### config.mk
export PLATFORM = sky130hd
export DESIGN_NAME = rf_write_controller
export DESIGN_NICKNAME = d
export VERILOG_FILES = /design/src/rtl/rf_ctrl_pkg.sv /design/src/rtl/rf_wr_arbiter.sv /design/src/rtl/rf_write_controller.sv
export SDC_FILE = /design/constraint.sdc
export NUM_CORES = 1
export LEC_CHECK = 0
export CAP_MARGIN = 10
export CORE_ASPECT_RATIO = 1.4
export CORE_MARGIN = 4
export CORE_UTILIZATION = 45
export CTS_BUF_LIST = sky130_fd_sc_hd__clkbuf_2
export CTS_CLUSTER_SIZE = 16
export DETAILED_ROUTE_END_ITERATION = 10
export PLACE_DENSITY = 0.88
export SLEW_MARGIN = 5
export SYNTH_ARGS = -nofsm -noshare
export SYNTH_HDL_FRONTEND = slang
export SYNTH_SLANG_ARGS = --single-unit
### constraint.sdc
create_clock -name clk -period 4.6 [get_ports clk]
set_input_delay 0.46 -clock clk [delete_from_list [all_inputs] [get_ports clk]]
set_output_delay 0.46 -clock clk [all_outputs]
set_load 0.01 [all_outputs]
### src/rtl/rf_ctrl_pkg.sv
// Shared types and defaults for the register-file write controller.
package rf_ctrl_pkg;

  // Controller phases: clearing the register file, then serving requesters
  typedef enum logic {
    INIT = 1'b0,
    RUN  = 1'b1
  } ctrlState_t;

  localparam int DATA_W_DEF = 32;
  localparam int ADDR_W_DEF = 5;
  localparam int NUM_REGS_DEF = 32;
  localparam int MAX_WAIT_DEF = 4;
  localparam logic [DATA_W_DEF-1:0] INIT_VALUE_DEF = '0;

  // Bit positions of each requester in the valid/grant vectors
  localparam int REQ_WB = 0;
  localparam int REQ_MC = 1;

endpackage

### src/rtl/rf_wr_arbiter.sv
// Two-way write-port arbiter: writeback wins by default, the multi-cycle unit
// wins once after MAX_WAIT consecutive lost arbitrations.
module rf_wr_arbiter
  import rf_ctrl_pkg::*;
#(
  parameter int MAX_WAIT = MAX_WAIT_DEF
) (
  input  logic       clk,
  input  logic       rst_n,
  input  logic       enable,
  input  logic       clear,
  input  logic [1:0] valid,
  input  logic [1:0] accept,
  output logic [1:0] grant
);

  localparam int CNT_W = $clog2(MAX_WAIT + 1);
  localparam logic [CNT_W-1:0] CNT_MAX = CNT_W'(MAX_WAIT);

  logic [CNT_W-1:0] starveCnt;
  logic             mcWins;

  // mc takes the port when alone or when it has been starved long enough
  always_comb begin
    mcWins = valid[REQ_MC] && (!valid[REQ_WB] || (starveCnt == CNT_MAX));
    grant = '0;
    grant[REQ_MC] = enable && mcWins;
    grant[REQ_WB] = enable && valid[REQ_WB] && !mcWins;
  end

  // Count wb wins that left a pending mc waiting; reset on mc win or restart
  always_ff @(posedge clk or negedge rst_n) begin
    if (!rst_n) begin
      starveCnt <= '0;
    end else if (clear || accept[REQ_MC]) begin
      starveCnt <= '0;
    end else if (accept[REQ_WB] && valid[REQ_MC] && (starveCnt != CNT_MAX)) begin
      starveCnt <= starveCnt + 1'b1;
    end
  end

endmodule

### src/rtl/rf_write_controller.sv
// Register-file write-port controller: clears every register after reset or
// on request, then shares the single write port between writeback and the
// multi-cycle unit. Optional macro RF_ZERO_REG_EN keeps register 0 constant
// in RUN by suppressing writes to address 0.
module rf_write_controller
  import rf_ctrl_pkg::*;
#(
  parameter int                DATA_W     = DATA_W_DEF,
  parameter int                ADDR_W     = ADDR_W_DEF,
  parameter int                NUM_REGS   = NUM_REGS_DEF,
  parameter logic [DATA_W-1:0] INIT_VALUE = '0,
  parameter int                MAX_WAIT   = MAX_WAIT_DEF
) (
  input  logic              clk,
  input  logic              rst_n,
  input  logic              init_req,
  input  logic              wb_valid,
  output logic              wb_ready,
  input  logic [ADDR_W-1:0] wb_addr,
  input  logic [DATA_W-1:0] wb_data,
  input  logic              mc_valid,
  output logic              mc_ready,
  input  logic [ADDR_W-1:0] mc_addr,
  input  logic [DATA_W-1:0] mc_data,
  output logic              rf_write_enable,
  output logic [ADDR_W-1:0] rf_address_write,
  output logic [DATA_W-1:0] rf_data_write,
  output logic              init_done
);

  // One extra bit so the walk counter can reach NUM_REGS itself
  localparam logic [ADDR_W:0] WALK_END = (ADDR_W + 1)'(NUM_REGS);

  ctrlState_t        state;
  ctrlState_t        nextState;
  logic [ADDR_W:0]   initAddr;
  logic [1:0]        valids;
  logic [1:0]        grant;
  logic              arbEnable;
  logic              arbClear;
  logic              wrAccept;
  logic              writeAllowed;
  logic [ADDR_W-1:0] selAddr;
  logic [DATA_W-1:0] selData;

  assign valids    = {mc_valid, wb_valid};
  assign arbEnable = (state == RUN) && !init_req;
  assign arbClear  = (state == RUN) && init_req;

  rf_wr_arbiter #(
    .MAX_WAIT (MAX_WAIT)
  ) u_arbiter (
    .clk    (clk),
    .rst_n  (rst_n),
    .enable (arbEnable),
    .clear  (arbClear),
    .valid  (valids),
    .accept (grant),
    .grant  (grant)
  );

  assign wb_ready  = grant[REQ_WB];
  assign mc_ready  = grant[REQ_MC];
  assign init_done = (state == RUN);

  // Route the winning requester's address and data toward the write port
  always_comb begin
    wrAccept = |grant;
    selAddr  = wb_addr;
    selData  = wb_data;
    if (grant[REQ_MC]) begin
      selAddr = mc_addr;
      selData = mc_data;
    end
`ifdef RF_ZERO_REG_EN
    writeAllowed = (selAddr != '0);
`else
    writeAllowed = 1'b1;
`endif
  end

  // Next state: finish the walk into RUN, restart request back to INIT
  always_comb begin
    nextState = state;
    case (state)
      INIT:    if (initAddr == WALK_END) nextState = RUN;
      RUN:     if (init_req) nextState = INIT;
      default: nextState = INIT;
    endcase
  end

  // State register
  always_ff @(posedge clk or negedge rst_n) begin
    if (!rst_n) state <= INIT;
    else        state <= nextState;
  end

  // Walk counter and registered write-port outputs
  always_ff @(posedge clk or negedge rst_n) begin
    if (!rst_n) begin
      initAddr         <= '0;
      rf_write_enable  <= 1'b0;
      rf_address_write <= '0;
      rf_data_write    <= '0;
    end else begin
      case (state)
        INIT: begin
          if (initAddr < WALK_END) begin
            rf_write_enable  <= 1'b1;
            rf_address_write <= initAddr[ADDR_W-1:0];
            rf_data_write    <= INIT_VALUE;
            initAddr         <= initAddr + 1'b1;
          end else begin
            rf_write_enable <= 1'b0;
          end
        end
        default: begin
          if (wrAccept && writeAllowed) begin
            rf_write_enable  <= 1'b1;
            rf_address_write <= selAddr;
            rf_data_write    <= selData;
          end else begin
            rf_write_enable <= 1'b0;
          end
          if (init_req) initAddr <= '0;
        end
      endcase
    end
  end

endmodule

Metal 1:
Bar = 20 um. Supply wires on this layer in gray.
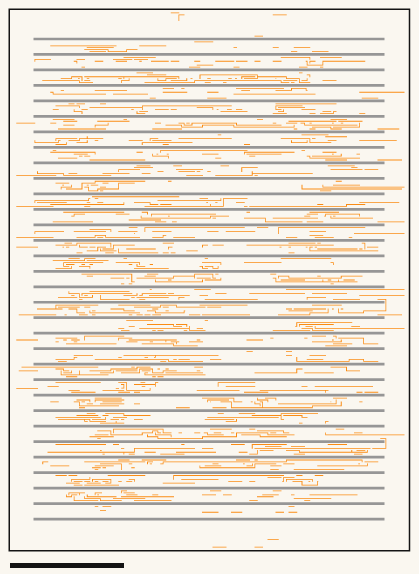
share of all routed wire: 40%
longest straight run: 21.6 um

M2 wires:
Bar = 20 um.
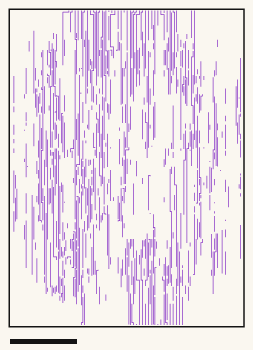
share of all routed wire: 53%
main direction: vertical
longest straight run: 50.7 um
nets with wire on the layer: 371
wire length on this layer: 3,820 um

The metal 3 layer:
Cells faint in the background.
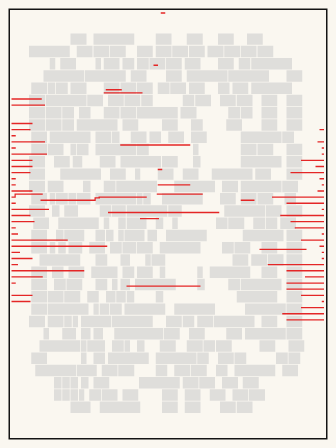
wire length on this layer: 415 um
main direction: horizontal

Congestion heat map:
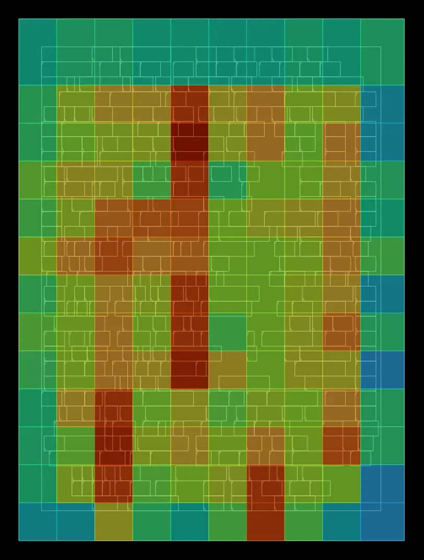
Total GRT Usage: 0.2146
Layout Utilization: 0.7032
met2 usage: 0.3856
WL per Instance: 18.52 um

==> cells in the mapped netlist, drive strengths merged (2+ instances only) <==
| master | n | area [um2] |
|---|---|---|
| nor3b | 32 | 240.2 |
| ha | 4 | 50.05 |
| nand2 | 5 | 18.77 |
| dfrtp | 48 | 1201 |
| nand3b | 2 | 18.77 |
| a21boi | 2 | 26.28 |
| nand3 | 4 | 20.02 |
| o32ai | 3 | 26.28 |
| a21oi | 4 | 31.28 |
| clkbuf | 3 | 11.26 |
| or2 | 2 | 12.52 |
| buf | 13 | 112.6 |
| a22o | 3 | 26.28 |
| a211oi | 4 | 30.03 |
| a221o | 33 | 330.3 |
| o21ai | 6 | 30.02 |
| nor3 | 5 | 25.02 |
| nor2 | 8 | 35.03 |
| inv | 9 | 33.78 |
==> report_power, final <==
part / switching, mW / total (mW) / internal [mW]
Sequential: 0.0000155 / 0.423 / 0.423
Clock: 0.131 / 0.219 / 0.0886
Combinational: 0.0213 / 0.0850 / 0.0637
Total: 0.152 / 0.727 / 0.575
==> per-layer routing <==
| metal | GRT usage | vias up |
|---|---|---|
| met5 | 0 | - |
| li1 | - | 1039 |
| met1 | 0.2566 | 1133 |
| met4 | 0.05272 | 0 |
| met3 | 0.05431 | 8 |
| met2 | 0.3856 | 83 |
==> sequential cells by signal, indices dropped and copies added, names as in the netlist <==
register             count
u_arbiter.starveCnt      3
init_done                1
rf_address_write         5
rf_data_write           32
initAddr                 6
rf_write_enable          1
==> kinds of logic (layout without fill, tap and decap cells) <==
group                      Yosys count  in the layout  synth area share
adders and majority gates            4              4           0.02064
muxes                                1              1          0.004128
AOI/OAI and AO/OA                   64             64            0.2358
buffers and inverters               25            139           0.06501
DFF                                 48             48            0.4954
and+or+nand+nor                     66             66            0.1791
==> how the worst min path moves through the flow <==
stage,slack [ns],end,start,cells after the start
floorplan,0.16,initAddr[0]$_DFFE_PN0P_,rst_n,0
global placement,0.50,rf_data_write[4]$_DFFE_PN0P_,rf_data_write[4]$_DFFE_PN0P_,1
detailed placement,0.49,rf_data_write[28]$_DFFE_PN0P_,rf_data_write[28]$_DFFE_PN0P_,1
CTS,0.21,rf_data_write[7]$_DFFE_PN0P_,rst_n,1
global route,0.24,rf_write_enable$_DFF_PN0_,rst_n,1
finish,0.18,rf_data_write[8]$_DFFE_PN0P_,rst_n,1
==> cell type report <==
cell class | instances | share of cell area
Timing Repair Buffer | 122 | 0.3307
Sequential cell | 48 | 0.3287
Multi-Input combinational cell | 135 | 0.2917
Tap cell | 66 | 0.02259
Clock inverter | 3 | 0.01027
Inverter | 9 | 0.009243
Clock buffer | 5 | 0.006847
==> critical path, cell delays in order, from the launching register on <==
cell	delay, ns
dfrtp_1	0.45
inv_1	0.08
ha_1	0.26
and3_1	0.19
buf_4	0.36
nor2_1	0.09
clkdlybuf4s50_1	0.50
==> stage by stage <==
step / total power [mW] / util / instances
3_3_place_gp: 0.5148 / 0.6911 / 380
5_1_grt: 0.7586 / 0.7032 / 388
2_1_floorplan: 0.4395 / - / 208
4_1_cts: 0.7380 / 0.7032 / 388
6_report: 0.7273 / 0.7032 / 388
3_5_place_dp: 0.5154 / 0.6911 / 380
==> run notes <==
impl run done, here's what came out: outcome finished, final reports clean, Post-CTS Setup Repair Bufs 0, H-tree depth 2, CP Launch Type flop, Remaining DRCs 0, FF-to-FF Start init_done$_DFF_PN0_, Placed Instance Area ~0.0036 mm2, DR iter-0 viols around 110, total vias in the final route between 2,000 and 2,500, Max Cap Viol 0, total die size about 0.0066 mm2, routed wl met3 415 um, Ports approximately 120, Seq cells post-synth about 48, Worst Setup SP u_arbiter.starveCnt[0]$_DFFE_PN0P_, Post-Syn Nets 291, Top cells excl fill/tap clkdlybuf4s50_1 (118), dfrtp_1 (48), a221o_1 (33), setup slack after layout ~1.8 ns, max-slew violations 0, number of global-route vias before repair 2,274, clock root buffer clkbuf_2, Min Clock Period, post-route between 2 and 3 ns, critical path arrival about 2.3 ns, GR Overflow Total 0, Top Layer Used met4, clock sink total about 48, Commonest flop dfrtp_1, CTS tree built, CTS Buf Count 5, Worst Path Class, Setup reg2out, Core ar. just over 0.005 mm2, Flop area about 0.0012 mm2, count of input and output buffers roughly 120, Clock Tree Buf Depth 2, Tool Warnings 28, routed length on met2 approximately 3800 um, Logic cell area ~0.0011 mm2, YS warnings 0, ys cells approximately 210, dpl hpwl 5080 um, pre-CTS setup slack 1.971 ns, largest net degree at the start of global routing a little under 50, die span in y roughly 95 um, Post-synth seq share 0.4954, Die Wd 70.04 um, yosys stat area about 0.0024 mm2, Leak 1.543 nW, clock transition at the registers of the reported paths between 0.2 and 0.3 ns, final wirelength roughly 7200 um, post-layout net count 404, layout cells sized above 1 0.05901, Slew HR 0.2870, endpoints failing setup 0, Final Hold Fails 0, fin area 0.003655 mm2, n_diodes 0, Pwr per Cell Area 199.0 mW/mm2, FP Core Util 0.4665, row cnt 31, Post-synth EDFFs 0, CP endpoint kind primary output, Worst-Margin Slew ~1.1 ns, syn avg cell area between 10 and 15 um2, initial antenna violation count 0, ys async rst share 1.000, vias per cell 5.832, Crit Path Max Fanout 38, R2R cell count 3, Mapped Area 0.002425 mm2, Yosys cell types between 40 and 50, clk ins delay skew pair roughly 0.42 ns, first drt pass iteration count 4, most used logic cell in the final layout clkdlybuf4s50_1, fmax ~360 MHz, first-pass GRT wire length approximately 11,000 um, metal1 wirelength around 2800 um, Post-Synthesis Cells around 210, VDD IR max about 0.14 mV, Hold Crit Class in2async, final hold slack about 0.18 ns, post-route ant nets 0, RSZ-0062 raised after global routing false, Final Skew 0.02900 ns, Setup TNS 0 ns, FF-to-FF End rf_data_write[3]$_DFFE_PN0P_, Area growth syn-to-layout 50.72%, CP endpoint wb_ready, Post-CTS Hold Buffers 0
Power figures rest on the tool's default switching activity, not on a simulated workload.
